$ cat src/rtl/pipe_ctrl_seq.sv
// Stage-2 pipeline controller: instruction register, stack pointer and RUN/HALT sequencing.
// Optional STACK_CHECK_EN adds sticky stack_err and suppresses overflowing/underflowing stack ops.
module pipe_ctrl_seq #(
    parameter int              IW      = 16,
    parameter int              SPW     = 8,
    parameter logic [SPW-1:0]  SP_INIT = {SPW{1'b1}}
) (
    input  logic           clk,
    input  logic           reset,
    input  logic [IW-1:0]  instr_in,
    input  logic           instr_valid,
    input  logic           p_Z,
    input  logic [SPW-1:0] sp_load_data,
    output logic [IW-1:0]  ir2,
    output logic           v2,
    output logic           alu_write_en,
    output logic           regw_en,
    output logic           datar_en,
    output logic           dataw_en,
    output logic           pc_load_en,
    output logic           stack_push,
    output logic           stack_pop,
    output logic [SPW-1:0] stack_addr,
    output logic [SPW-1:0] sp,
    output logic           flush,
`ifdef STACK_CHECK_EN
    output logic           stack_err,
`endif
    output logic           halted
);

    typedef enum logic {RUN, HALT} state_t;

    state_t         state, next_state;
    logic [2:0]     opc, func;
    logic [1:0]     sub;
    logic           is_alu, is_mov, is_load, is_store, is_jz, is_jnz, is_cz, is_cnz;
    logic           is_sys, is_ldsp, is_retz, is_retnz, is_hlt;
    logic           g, cond, call_req, ret_req, ovf, unf;
    logic [SPW-1:0] sp_inc, sp_next;

    always_comb begin
        opc      = ir2[IW-1:IW-3];
        func     = ir2[2:0];
        sub      = ir2[IW-4:IW-5];
        is_alu   = (opc == 3'b000) | ((opc == 3'b001) & ~func[2]);
        is_mov   = (opc == 3'b001) & (func == 3'b100);
        is_sys   = (opc == 3'b001) & (func == 3'b101);
        is_load  = (opc == 3'b010);
        is_store = (opc == 3'b011);
        is_jz    = (opc == 3'b100);
        is_jnz   = (opc == 3'b101);
        is_cz    = (opc == 3'b110);
        is_cnz   = (opc == 3'b111);
        is_ldsp  = is_sys & (sub == 2'b00);
        is_retz  = is_sys & (sub == 2'b01);
        is_retnz = is_sys & (sub == 2'b10);
        is_hlt   = is_sys & (sub == 2'b11);
    end

    assign g        = v2 & (state == RUN);
    assign cond     = (is_jz | is_cz | is_retz) ? p_Z : ~p_Z;
    assign call_req = g & (is_cz | is_cnz) & cond;
    assign ret_req  = g & (is_retz | is_retnz) & cond;
    assign sp_inc   = sp + SPW'(1);

`ifdef STACK_CHECK_EN
    assign ovf = call_req & (sp == '0);
    assign unf = ret_req & (sp == SP_INIT);
`else
    assign ovf = 1'b0;
    assign unf = 1'b0;
`endif

    always_comb begin
        next_state   = state;
        alu_write_en = g & is_alu;
        regw_en      = g & (is_alu | is_mov | is_load);
        stack_push   = call_req & ~ovf;
        stack_pop    = ret_req & ~unf;
        dataw_en     = (g & is_store) | stack_push;
        datar_en     = (g & is_load) | stack_pop;
        pc_load_en   = (g & (is_jz | is_jnz) & cond) | stack_push | stack_pop;
        flush        = pc_load_en | (g & is_hlt);
        stack_addr   = stack_push ? sp : sp_inc;
        sp_next      = sp;
        if (stack_push)
            sp_next = sp - SPW'(1);
        else if (stack_pop)
            sp_next = sp_inc;
        else if (g & is_ldsp)
            sp_next = sp_load_data;
        if (g & is_hlt)
            next_state = HALT;
    end

    // v2 is cleared on entry to HALT so the instruction behind HLT never becomes valid.
    always_ff @(posedge clk) begin
        if (reset) begin
            state <= RUN;
            sp    <= SP_INIT;
            ir2   <= '0;
            v2    <= 1'b0;
        end else begin
            state <= next_state;
            sp    <= sp_next;
            ir2   <= instr_in;
            v2    <= instr_valid & ~flush & (next_state == RUN);
        end
    end

`ifdef STACK_CHECK_EN
    always_ff @(posedge clk) begin
        if (reset)
            stack_err <= 1'b0;
        else if (ovf | unf)
            stack_err <= 1'b1;
    end
`endif

    assign halted = (state == HALT);

endmodule

$ cat config.mk
export PLATFORM = sky130hd
export DESIGN_NAME = pipe_ctrl_seq
export DESIGN_NICKNAME = d
export VERILOG_FILES = /design/src/rtl/pipe_ctrl_seq.sv
export SDC_FILE = /design/constraint.sdc
export NUM_CORES = 1
export LEC_CHECK = 0
export CORE_MARGIN = 4
export CORE_UTILIZATION = 42
export DETAILED_ROUTE_END_ITERATION = 6
export PLACE_DENSITY = 0.89
export SETUP_SLACK_MARGIN = 0.02
export SLEW_MARGIN = 20
export SYNTH_ARGS = -nofsm -noshare
export SYNTH_HDL_FRONTEND = slang
export SYNTH_SLANG_ARGS = --single-unit
$ cat constraint.sdc
create_clock -name clk -period 3.19 [get_ports clk]
set_input_delay 0.638 -clock clk [delete_from_list [all_inputs] [get_ports clk]]
set_output_delay 0.638 -clock clk [all_outputs]
set_load 0.02 [all_outputs]
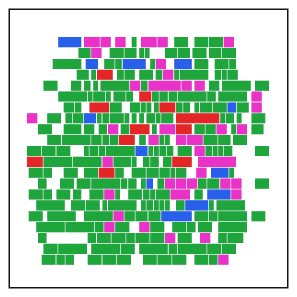
*Cell sizes after repair, run 1*
(4 px per um)
colour	size	cells	share
green	x1 and smaller	222	78%
red	x6 and larger	11	3.8%
magenta	x3 and x4	41	14%
blue	x2	12	4.2%
bufs w/o clock: 99
Area Growth Syn to Fin: 66.8%

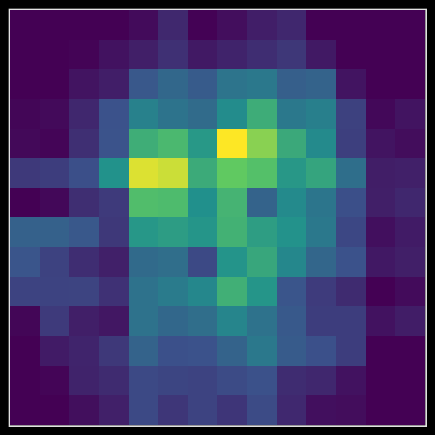
*Wire density map, run 1*
(6 px per um) 14 x 14 tiles, from dark purple (low) to yellow (high), scaled to the fullest tile. Values are wire area over tile area, all layers added.
emptiest ninth of the die	top left
nearly empty tiles	18%
fullest tile	0.93
tiles over half the peak	14%
mean over tiles	0.22

==> results.txt, run 1 <==
first-pass GRT wire length -> 8900 um
CP required -> 2550 ps
Cells after Synth -> 195
final net count -> 317
clk root buf -> clkbuf_8
setup TNS -> -155 ps
Fin Hold WS -> 597 ps
XOR/XNOR Area Share -> 7.78%
WL met1 -> 2200 um
final worst slack -> -56.9 ps
largest net degree at the start of global routing -> 25
Cell Pwr Density -> 305 nW/um^2
clock-pin slew of the registers on the worst-case setup and hold paths -> 100 ps
post-layout min period -> 3250 ps
Critical Path Fanout Max -> 4
register area -> 522 um^2
CTS tree -> done
status -> finished, violations left
die width -> 69.2 um
Slowest-stage cell, CP -> or4b_4
worst hold endpoint -> halted
# Cells Yosys -> 195
distinct lib cells -> 50
initial antenna violation count -> 0
RR Startpoint -> ir2[15]
setup violation total in the final timing report -> 7
RSZ-0062 raised after global routing -> true
H-tree depth -> 1
failing checks -> negative setup slack
die height -> 69.2 um
Critical Path AT -> 2610 ps
DP Wirelength -> 3890 um
worst slew pin tran -> 456 ps
Top Layout Cells -> clkdlybuf4s50_1, buf_4, dfxtp_1, nand2_1, nor2b_1
asr flop ratio synth -> 0%
cycle use final -> 102%
most numerous logic cell after layout -> clkdlybuf4s50_1
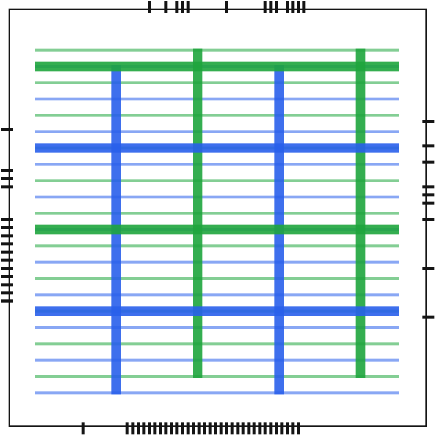
*Supply network, run 1*
(6 px per um) Pins as bars on the die edge.
colour	net
green	VDD
blue	VSS
met5 straps	4
met1 rails	22

run 1: layout make-up:
type                    count  share of cell area, %
clock inverters             1                   1.14
well taps                  46                   2.19
repair buffers             99                   34.5
inverters                  11                   1.76
clock buffers               3                   1.57
flip-flops and latches     26                   19.9
multi-input cells         146                   39.0
run 1: worst max path at each step:
stage | start | endpoint | slack, ps | cells after the start
floorplan | ir2[15] | flush | 40 | 6
global placement | p_Z | pc_load_en | -110 | 8
detailed placement | p_Z | stack_addr[5] | -230 | 7
CTS | ir2[15] | stack_addr[7] | 30 | 8
global route | ir2[14] | stack_addr[2] | -100 | 8
finish | ir2[15] | stack_addr[0] | -60 | 8
run 1: power by group through the flow:
stage	registers [mW]	logic, mW	clock network, mW
final	0.343	0.178	0.281
after detailed placement	0.350	0.167	0
after floorplan	0.366	0.0567	0
after global placement	0.350	0.164	0
after global routing	0.344	0.189	0.293
after CTS	0.343	0.167	0.280
run 1: critical path, delay by kind of cell (launching register included):
kind	cells	cell delay, ps
xor gates and xnor gates	1	150
muxes	1	270
AOI/OAI and AO/OA	1	520
buffers and inverters	4	510
and+or+nand+nor	1	540
DFF	1	330
run 1: routing by layer:
metal | vias up | global-route usage, %
met5 | - | 0
met1 | 895 | 27.5
met2 | 156 | 38.0
met4 | 0 | 9.76
li1 | 862 | -
met3 | 37 | 5.22
run 1: cell families after synthesis:
family	count (synthesis)
compound gates	45
xor+xnor	14
fa+ha+maj	2
buf+inv	23
flops	26
mux	1
simple gates	84
run 1: timing repair:
item / in CTS / in global routing
hold buffers: 0 / 0
resized: 36 / 50
buffers inserted: 3 / 2
cloned: 0 / 0
pin swaps: 1 / 4
setup endpoints to repair: 13 / 11
run 1: registers in the layout, indices dropped and copies added (netlist names):
register  count
v2            1
sp            8
ir2          16
halted        1
run 1: synth_stat cells (2+ instances only):
library cell | instances | area [um^2]
nand2b_1 | 4 | 25.0
or3_1 | 3 | 18.8
o31ai_1 | 7 | 52.6
a211oi_1 | 3 | 22.5
xnor2_1 | 11 | 96.3
a31oi_1 | 2 | 12.5
a21oi_1 | 7 | 35.0
xor2_1 | 3 | 26.3
and3_1 | 2 | 12.5
nand3_1 | 5 | 25.0
dfxtp_1 | 26 | 521
o211a_1 | 2 | 20.0
clkbuf_1 | 7 | 26.3
o21ai_0 | 9 | 45.0
ha_1 | 2 | 25.0
nor2_1 | 16 | 60.1
nor4_1 | 3 | 18.8
nor2b_1 | 17 | 106
inv_1 | 10 | 37.5
nor3_1 | 6 | 30.0
buf_2 | 2 | 10.0
nand2_1 | 20 | 75.1
run 1: per-stage QoR:
stage / cells / setup slack [ps] / total power, mW / util [%]
final: 332 / -56.9 / 0.802 / 75.8
after global routing: 332 / -97.8 / 0.826 / 75.8
after CTS: 330 / 30.7 / 0.790 / 73.1
after detailed placement: 323 / -228 / 0.518 / 70.7
after global placement: 323 / -111 / 0.513 / 70.7
after floorplan: 195 / 37.0 / 0.422 / -
==> run 1 -> run 2 <==
- CORE_UTILIZATION: 42 -> 45
- PLACE_DENSITY: 0.89 -> 0.94
- clock period: 3.19 -> 3.9 ns (I/O delays scaled with it)
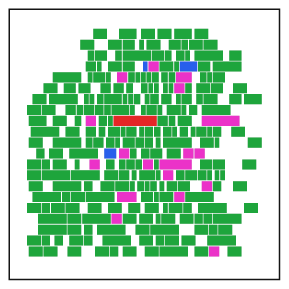
*Cell sizes after repair, run 2*
(4 px per um)
colour	size	cells	share
blue	x2	3	1.1%
red	x6 and larger	1	0.37%
green	x1 and smaller	245	92%
magenta	x3 and x4	18	6.7%
final non-filler cell area: 2410 um^2
bufs w/o clock: 80
final worst slack: 126 ps

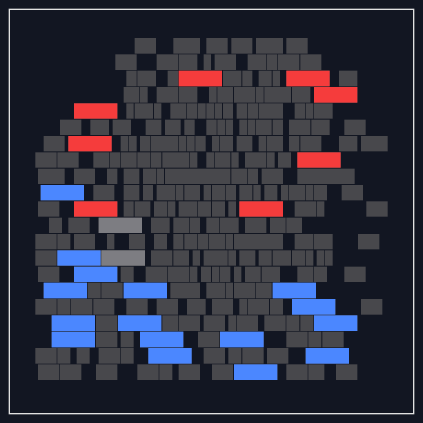
*Register map, names as in the netlist, run 2*
(6 px per um) Other sequential cells in the stronger grey, the rest of the logic in the fainter grey.
colour	name in the netlist	flops
blue	`ir2`	16
red	`sp`	8
Seq area share: 21.6%
Core Util, Final: 71.6%
register area: 520 um^2
sequential power: 0.284 mW

==> run 2 against run 1 <==
  * The run now ends clean
  * Clock skew is 7.5 ps higher
  * Utilization is 4.1 points lower
  * Die size is 5.9% lower
  * Highest routed layer unchanged
  * Synthesized area stayed put
  * Sequential cell count stayed put
  * Cell area is 8.3% lower
  * Largest cell class unchanged
  * Global-route usage is 0.50 points higher
  * Critical path depth is 1 lower
  * Setup slack better by 180 ps
  * First-iteration DRC count is 27% lower
==> results.txt, run 2 <==
DP Wirelength -> 3700 um
status -> finished clean
die width -> 67.2 um
Cells after Synth -> 195
die height -> 67.2 um
setup violation total in the final timing report -> 0
post-layout min period -> 3770 ps
Top-area cell share -> 33.0%
# Cells Yosys -> 195
Top Layout Cells -> clkdlybuf4s50_1, dfxtp_1, nand2_1, nor2b_1, nor2_1
Hold-fix buffers, CTS -> 0
CP required -> 3120 ps
asr flop ratio synth -> 0%
register with the most flip-flops -> ir2
post-synth top area cell -> dfxtp_1
clk root buf -> clkbuf_4
H-tree depth -> 1
most numerous logic cell after layout -> clkdlybuf4s50_1
Post-synth top cells -> dfxtp_1, nand2_1, nor2b_1
final net count -> 298
top cells, area -> dfxtp_1, nor2b_1, xnor2_1
Critical Path Fanout Max -> 5
worst slew pin tran -> 488 ps
Tot Pwr -> 0.603 mW
initial antenna violation count -> 0
CTS tree -> done
biggest regs -> ir2: 16 flops, sp: 8 flops
[run 2: cell families after synthesis]
kind of cell               synth area share [%]
AOI/OAI and AO/OA                          21.6
xor gates and xnor gates                   7.78
adders and majority gates                  1.59
buffers and inverters                      6.35
DFF                                        33.0
muxes                                      1.43
and+or+nand+nor                            28.2
[run 2: metal layers]
metal | vias up | part of all wire [%] | track usage (%)
li1 | 829 | - | -
met5 | - | 0 | 0
met4 | 0 | 4.9 | 13.7
met2 | 124 | 48 | 38.5
met1 | 841 | 39 | 28.4
met3 | 33 | 8.4 | 3.00
[run 2: per-stage QoR]
stage / setup slack, ps / std cells
after CTS: 21.3 / 312
final: 126 / 313
after floorplan: 588 / 195
after global routing: 49.4 / 313
after detailed placement: 136 / 306
after global placement: 216 / 306
[run 2: area by class of cell]
type                       instances  area [um^2]  share of cell area (%)
tap                               46         57.6                    2.39
inverter                          11         41.3                    1.71
sequential                        26          520                    21.6
multi-input combinational        146          955                    39.6
timing repair buffer              80          782                    32.5
clock inverter                     1         30.0                    1.25
clock buffer                       3         22.5                   0.935
[run 2: what timing repair did]
| item | in CTS | in global routing |
|---|---|---|
| pin swaps | 0 | 0 |
| resized | 1 | 5 |
| setup buffers | 2 | 1 |
| setup endpoints to repair | 3 | 6 |
[run 2: worst paths after layout]
| check | from | endpoint | depth (start not counted) |
|---|---|---|---|
| max | ir2[14] | flush | 7 |
| min | halted | halted | 2 |
| max reg2reg | ir2[14] | sp[3] | 7 |
| min reg2reg | halted | halted | 2 |
[run 2: critical path, cell delays in order, from the launching register on]
cell,delay [ps]
dfxtp_1,380
or4b_4,550
o41a_1,460
xor2_1,180
nand2_1,80
o21ai_1,250
a31o_2,160
clkdlybuf4s50_1,600
[run 2: power breakdown]
group          switching [mW]  leakage, nW  internal [mW]
Sequential            0.00804        0.215          0.276
Clock                  0.0888       0.0279          0.104
Combinational          0.0580        0.807         0.0683
Power and IR drop assume default switching activity.
